--- config.mk ---
export PLATFORM = sky130hd
export DESIGN_NAME = clock_div
export DESIGN_NICKNAME = d
export VERILOG_FILES = /design/src/rtl/clock_div.sv
export SDC_FILE = /design/constraint.sdc
export NUM_CORES = 1
export LEC_CHECK = 0
export ABC_AREA = 1
export CORE_ASPECT_RATIO = 0.75
export CORE_MARGIN = 2
export CORE_UTILIZATION = 60
export DETAILED_ROUTE_END_ITERATION = 12
export GPL_ROUTABILITY_DRIVEN = 0
export PLACE_DENSITY_LB_ADDON = 0.15
export SYNTH_ARGS = -nofsm -noshare
export SYNTH_HDL_FRONTEND = slang
export SYNTH_SLANG_ARGS = --single-unit
--- constraint.sdc ---
create_clock -name i_clk -period 3.1 [get_ports i_clk]
set_clock_uncertainty 0.1 [all_clocks]
set_input_delay 0.62 -clock i_clk [delete_from_list [all_inputs] [get_ports i_clk]]
set_output_delay 0.62 -clock i_clk [all_outputs]
set_load 0.01 [all_outputs]
--- src/rtl/clock_div.sv ---
// clock_div: phase-accumulator rate generator.
// Produces single-cycle o_clk strobes at an average rate of FREQUENCY pulses
// per second from an i_clk running at I_CLK_FRQ Hz. Consumers treat o_clk as
// a clock enable sampled on i_clk, never as a clock of its own.
//
// Each cycle the accumulator advances by FREQUENCY. When the running sum
// reaches I_CLK_FRQ, one pulse is due: the accumulator keeps only the
// remainder and o_clk registers high for one cycle. Pulses therefore arrive
// every floor or ceil of I_CLK_FRQ/FREQUENCY cycles, with no run-time
// division.
//
// Two degenerate rates are resolved at elaboration:
//   FREQUENCY == 0           -> o_clk never pulses, accumulator stays 0.
//   FREQUENCY >= I_CLK_FRQ   -> o_clk is high every cycle, accumulator stays 0.
module clock_div #(
  parameter int I_CLK_FRQ = 100_000_000,
  parameter int FREQUENCY = 9600
) (
  input  logic i_clk,
  input  logic i_rst,
  output logic o_clk
);

  // Wide enough that acc_q + FREQUENCY never wraps: acc_q stays below
  // I_CLK_FRQ, so the largest sum is under I_CLK_FRQ + FREQUENCY.
  localparam int ACC_W = $clog2(I_CLK_FRQ + FREQUENCY) + 1;

  // Fixed step and wrap constants, sized to the accumulator.
  localparam logic [ACC_W-1:0] STEP_C = ACC_W'(FREQUENCY);
  localparam logic [ACC_W-1:0] WRAP_C = ACC_W'(I_CLK_FRQ);

  // Rate mode, decided once at elaboration.
  localparam bit ZERO_RATE = (FREQUENCY == 0);
  localparam bit FULL_RATE = (FREQUENCY >= I_CLK_FRQ);

  logic [ACC_W-1:0] acc_q;
  logic [ACC_W-1:0] acc_d;
  logic [ACC_W-1:0] sum;
  logic             wrap;
  logic             o_clk_q;
  logic             o_clk_d;

  // Next-phase computation: advance, then fold back once a pulse is due.
  always_comb begin
    sum     = acc_q + STEP_C;
    wrap    = (sum >= WRAP_C);
    acc_d   = sum;
    o_clk_d = 1'b0;
    if (FULL_RATE) begin
      acc_d   = '0;
      o_clk_d = 1'b1;
    end else if (ZERO_RATE) begin
      acc_d   = '0;
      o_clk_d = 1'b0;
    end else if (wrap) begin
      acc_d   = sum - WRAP_C;
      o_clk_d = 1'b1;
    end
  end

  // Phase and strobe registers; reset clears both without waiting for a clock.
  always_ff @(posedge i_clk or posedge i_rst) begin
    if (i_rst) begin
      acc_q   <= '0;
      o_clk_q <= 1'b0;
    end else begin
      acc_q   <= acc_d;
      o_clk_q <= o_clk_d;
    end
  end

  // The strobe leaves straight from its flop.
  assign o_clk = o_clk_q;

endmodule

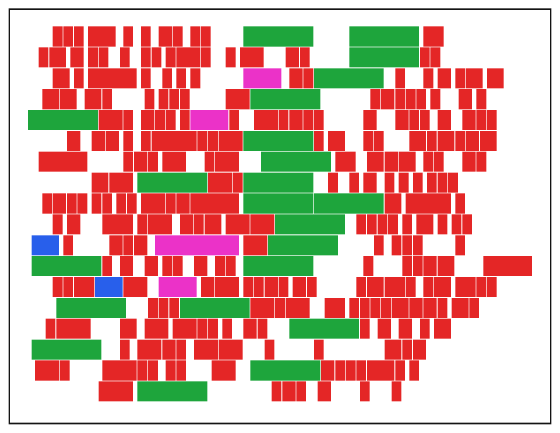
Figure 1: placed cells, one color a class.
| color | class | cells | share of their area |
|---|---|---|---|
| blue | remaining buffers and delay cells | 2 | 0.97% |
| green | sequential cells | 22 | 27% |
| red | remaining logic cells | 271 | 69% |
| magenta | clock drivers and dummy loads | 4 | 3.5% |

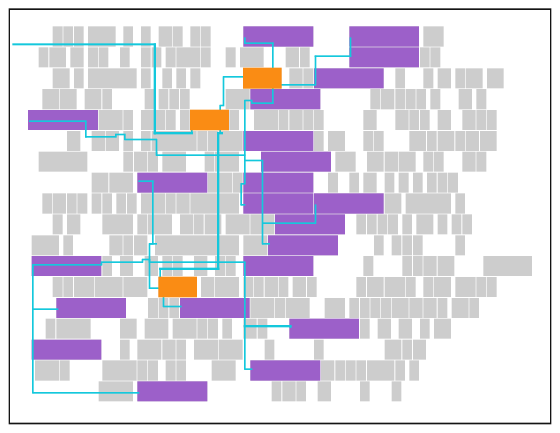
Figure 2: clock network drawn from the DEF.
[purple] flip-flops | count: 22
[cyan] clock wires | length: 288 um
[orange] clock-net drivers | count: 3
routed clock nets: 4

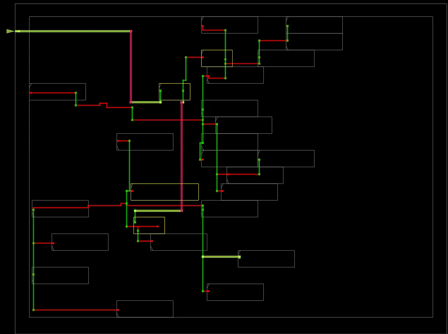
Figure 3: clock wiring as the flow saved it.
flip-flop and latch count: 22
worst-skew pair later-pin latency: 260 ps
Sinks on Clock Net: 22
Clock group: 0.270 mW

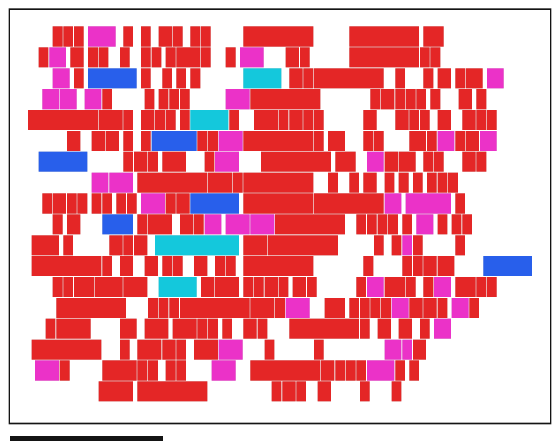
Figure 4: cell sizes after repair.
Scale bar: 20 um.
| color | size | cells | share |
|---|---|---|---|
| red | x1 and smaller | 253 | 85% |
| magenta | x2 | 36 | 12% |
| blue | x3 and x4 | 6 | 2.0% |
| cyan | x6 and larger | 4 | 1.3% |
worst setup slack after layout: 371.8 ps
Design Area, Final: 0.002106 mm^2
bufs w/o clock: 2

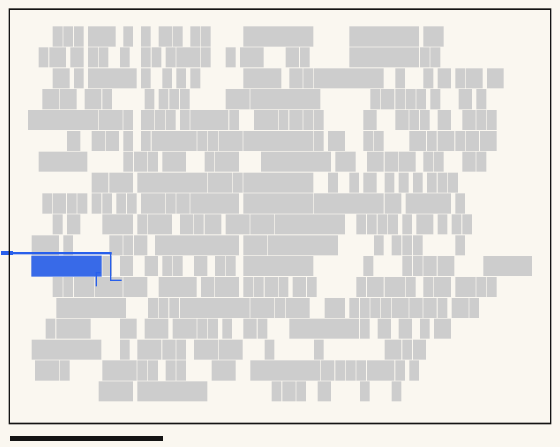
Figure 5: nets reached from selected ports.
Scale bar: 20 um.
| color | port | direction | end cells | buffers | wire |
|---|---|---|---|---|---|
| blue | o_clk | output | 1 | 1 | 19.8 um |

==> summary.txt <==
The synthesis and PnR run went through. The report puts the cell count of the worst reg-to-reg path at 14. Per the CTS log, the maximum H-tree level is 1. In the final report, the number of endpoints failing setup comes to 0. All-layer global routing usage landed at 0.2567.

The global route stage reports its total congestion overflow as 0. The tree is rooted in a clkbuf_8. For reference, the post-synthesis area per instance comes to 6.718 um^2. In this run the worst setup path terminates at acc_q[14]. The clock passes through at most 2 buffers. The worst setup path is launched from a flop. Global-route met1 utilization landed at 0.4042. Via count of the first global-routing pass landed at 1537. TritonCTS buffer count landed at 3. The library cell used most frequently in the layout, excluding fill and tap cells, is nand2_1. Entering global routing, the biggest net connects 34 pins. Max-slew violation count landed at 0. Chip area in the Yosys report landed at 0.001982 mm^2. After synthesis the netlist holds a flip-flop and latch count of 22.

The report puts the hold buffer count at CTS at 0. The final timing report lists a hold violation count of 0. Peak supply drop landed at 249.9 uV.

Of the post-synthesis cell area, the dominant cell type holds 0.2778. dfrtp_1 takes more of the synthesized area than any other cell. STA lists the endpoint of the worst register-to-register path as acc_q[14]. For met2 alone, demand over resource in global routing was 0.3601.

Cell total in the yosys stat output landed at 295. Setup TNS after final layout landed at 0 ps. For reference, the top cells by area after synthesis are dfrtp_1 28%, nand2_1 19%, nand3_1 8.1%. The iteration count recorded for the first detailed-route pass is 4. Number of cells produced by synthesis landed at 295. The worst setup path is captured at a flop. Synthesis produced a netlist with a net count of 300.

For the worst setup path, the data arrival time is 2790 ps. Total power consumption of the routed design landed at 0.5632 mW. The floorplan report gives the top-level pin count as 3. The number of antenna violations at the first check in global routing was 0.

Looking at the hold checks, the worst path lands on acc_q[7]. Transition time at the pin with the least slew margin landed at 827.4 ps. Summing all placed instances gives a cell area of 0.002014 mm^2.

Total number of vias landed at 1819. The count of nets left with antenna violations once routing finished came out at 0. Global route summary, busiest routing layer listed as met1. Placement row count landed at 18.

For this run the detailed placement stage logged an HPWL of 3367 um. Once layout is complete, the utilization of the core stands at 0.6538. The number of setup buffers added after CTS is 0. The OpenROAD report gives the critical path a required time of 3160 ps. Antenna diode instance count landed at 0.

After detailed routing, the total wire length is 4423 um. The setup path with the least slack is of type flop to flop. The buffer_ports step reported a buffer count of 2.

The synthesized netlist occupies a cell area of 0.001982 mm^2. In the Yosys stats the netlist draws on 26 distinct library cells. Wire length of the first global-routing pass landed at 7458 um.

Starting density of the core landed at 0.6154. Per Yosys stat, the portion of area used by sequential elements is 0.2778. Flop-to-flop setup slack landed at 370 ps.

Setup repair after global routing left no endpoint under its margin. TritonRoute output was used to compute an average wire per cell of 13.05 um. Die area landed at 0.003784 mm^2. Checking max transition, the worst relative margin is 0.4478.

The region available for standard cell placement spans 0.003221 mm^2. According to the floorplan report, the die width is 70.37 um. The type recorded for the worst min-delay path is flop to flop.

The flow reports an fmax of 0.3665 GHz. Subtracting the final worst setup slack from the clock period gives 2728 ps. Number of warnings the tools reported landed at 27. The run finished with clean final reports.

Number of warnings printed during yosys synthesis landed at 0. Power per cell area landed at 267.5 mW/mm^2. Static leakage landed at 1.072 nW. OpenSTA lists the critical path startpoint as acc_q[7]. Post-layout period usage of the worst path landed at 0.8801. Cell depth of the worst hold path landed at 1.

In this run the most critical hold path is launched from acc_q[7]. Post-route DRC violation count landed at 0. Per the run summary, max-cap violations total 0. Share of final-layout standard cells stronger than drive strength 1 landed at 0.1538. Starting DRC count in detailed routing landed at 134. Ranking logic cells in the layout by count gives the top entries 101 x nand2_1, 33 x inv_1, 32 x nand3_1, 22 x nor2_1, 22 x dfrtp_1.

According to the floorplan report, the die height is 53.78 um.
cell usage after synthesis, drive strengths merged:
master	number
a21oi	2
nand2	113
buf	3
nand4	5
ha	3
and3	1
nand3	37
inv	35
o21bai	1
dfrtp	22
o21ai	17
nor2	30
xnor2	6
nor3	6
xor2	9
nand3b	5
flip-flops by register name (all words and copies together), names as in the netlist:
signal  flops
acc_q      21
o_clk       1
cell type report:
| cell class | instances | area [um^2] |
|---|---|---|
| Multi-Input combinational cell | 236 | 1282 |
| Timing Repair Buffer | 2 | 20.02 |
| Sequential cell | 22 | 550.5 |
| Tap cell | 40 | 50.05 |
| Clock buffer | 3 | 41.29 |
| Inverter | 35 | 131.4 |
| Fill cell | 282 | 1115 |
| Clock inverter | 1 | 30.03 |
metal layers:
metal / routed length (um) / up-vias
met5: 0 / -
met4: 36 / 0
met3: 256 / 6
met2: 1801 / 43
met1: 2328 / 821
li1: - / 949
stage by stage:
step,setup WS (ps),cells
floorplan,831.9,295
CTS,286.3,338
global placement,367.0,334
finish,371.8,339
detailed placement,341.2,334
global route,118.6,339
cells by family after synthesis:
group / Yosys count / synth area share
simple gates: 197 / 0.4735
buf+inv: 38 / 0.08523
flops: 22 / 0.2778
compound gates: 20 / 0.07449
xor+xnor: 15 / 0.07008
fa+ha+maj: 3 / 0.01894
power by group:
group          internal [mW]  switching, mW
logic                0.00116        0.00544
registers              0.287              0
clock network          0.173         0.0974
critical path, cell delays in order (launching register included):
cell and delay [ps]:
dfrtp_1 380, inv_1 60, ha_1 210, inv_1 60
nand2_1 80, nand2_1 150, nand2_1 80, nand2_2 100
nand3_1 110, nor3_1 300, xor2_1 180, nor2_2 290
nand3_4 300, nand2_1 140, nand2_1 60
timing repair:
action	4_1_cts	5_1_grt
setup endpoints to repair	0	5
endpoints found under the hold margin	0	0
gates resized	0	2
Power is estimated from default activity; no workload was simulated.
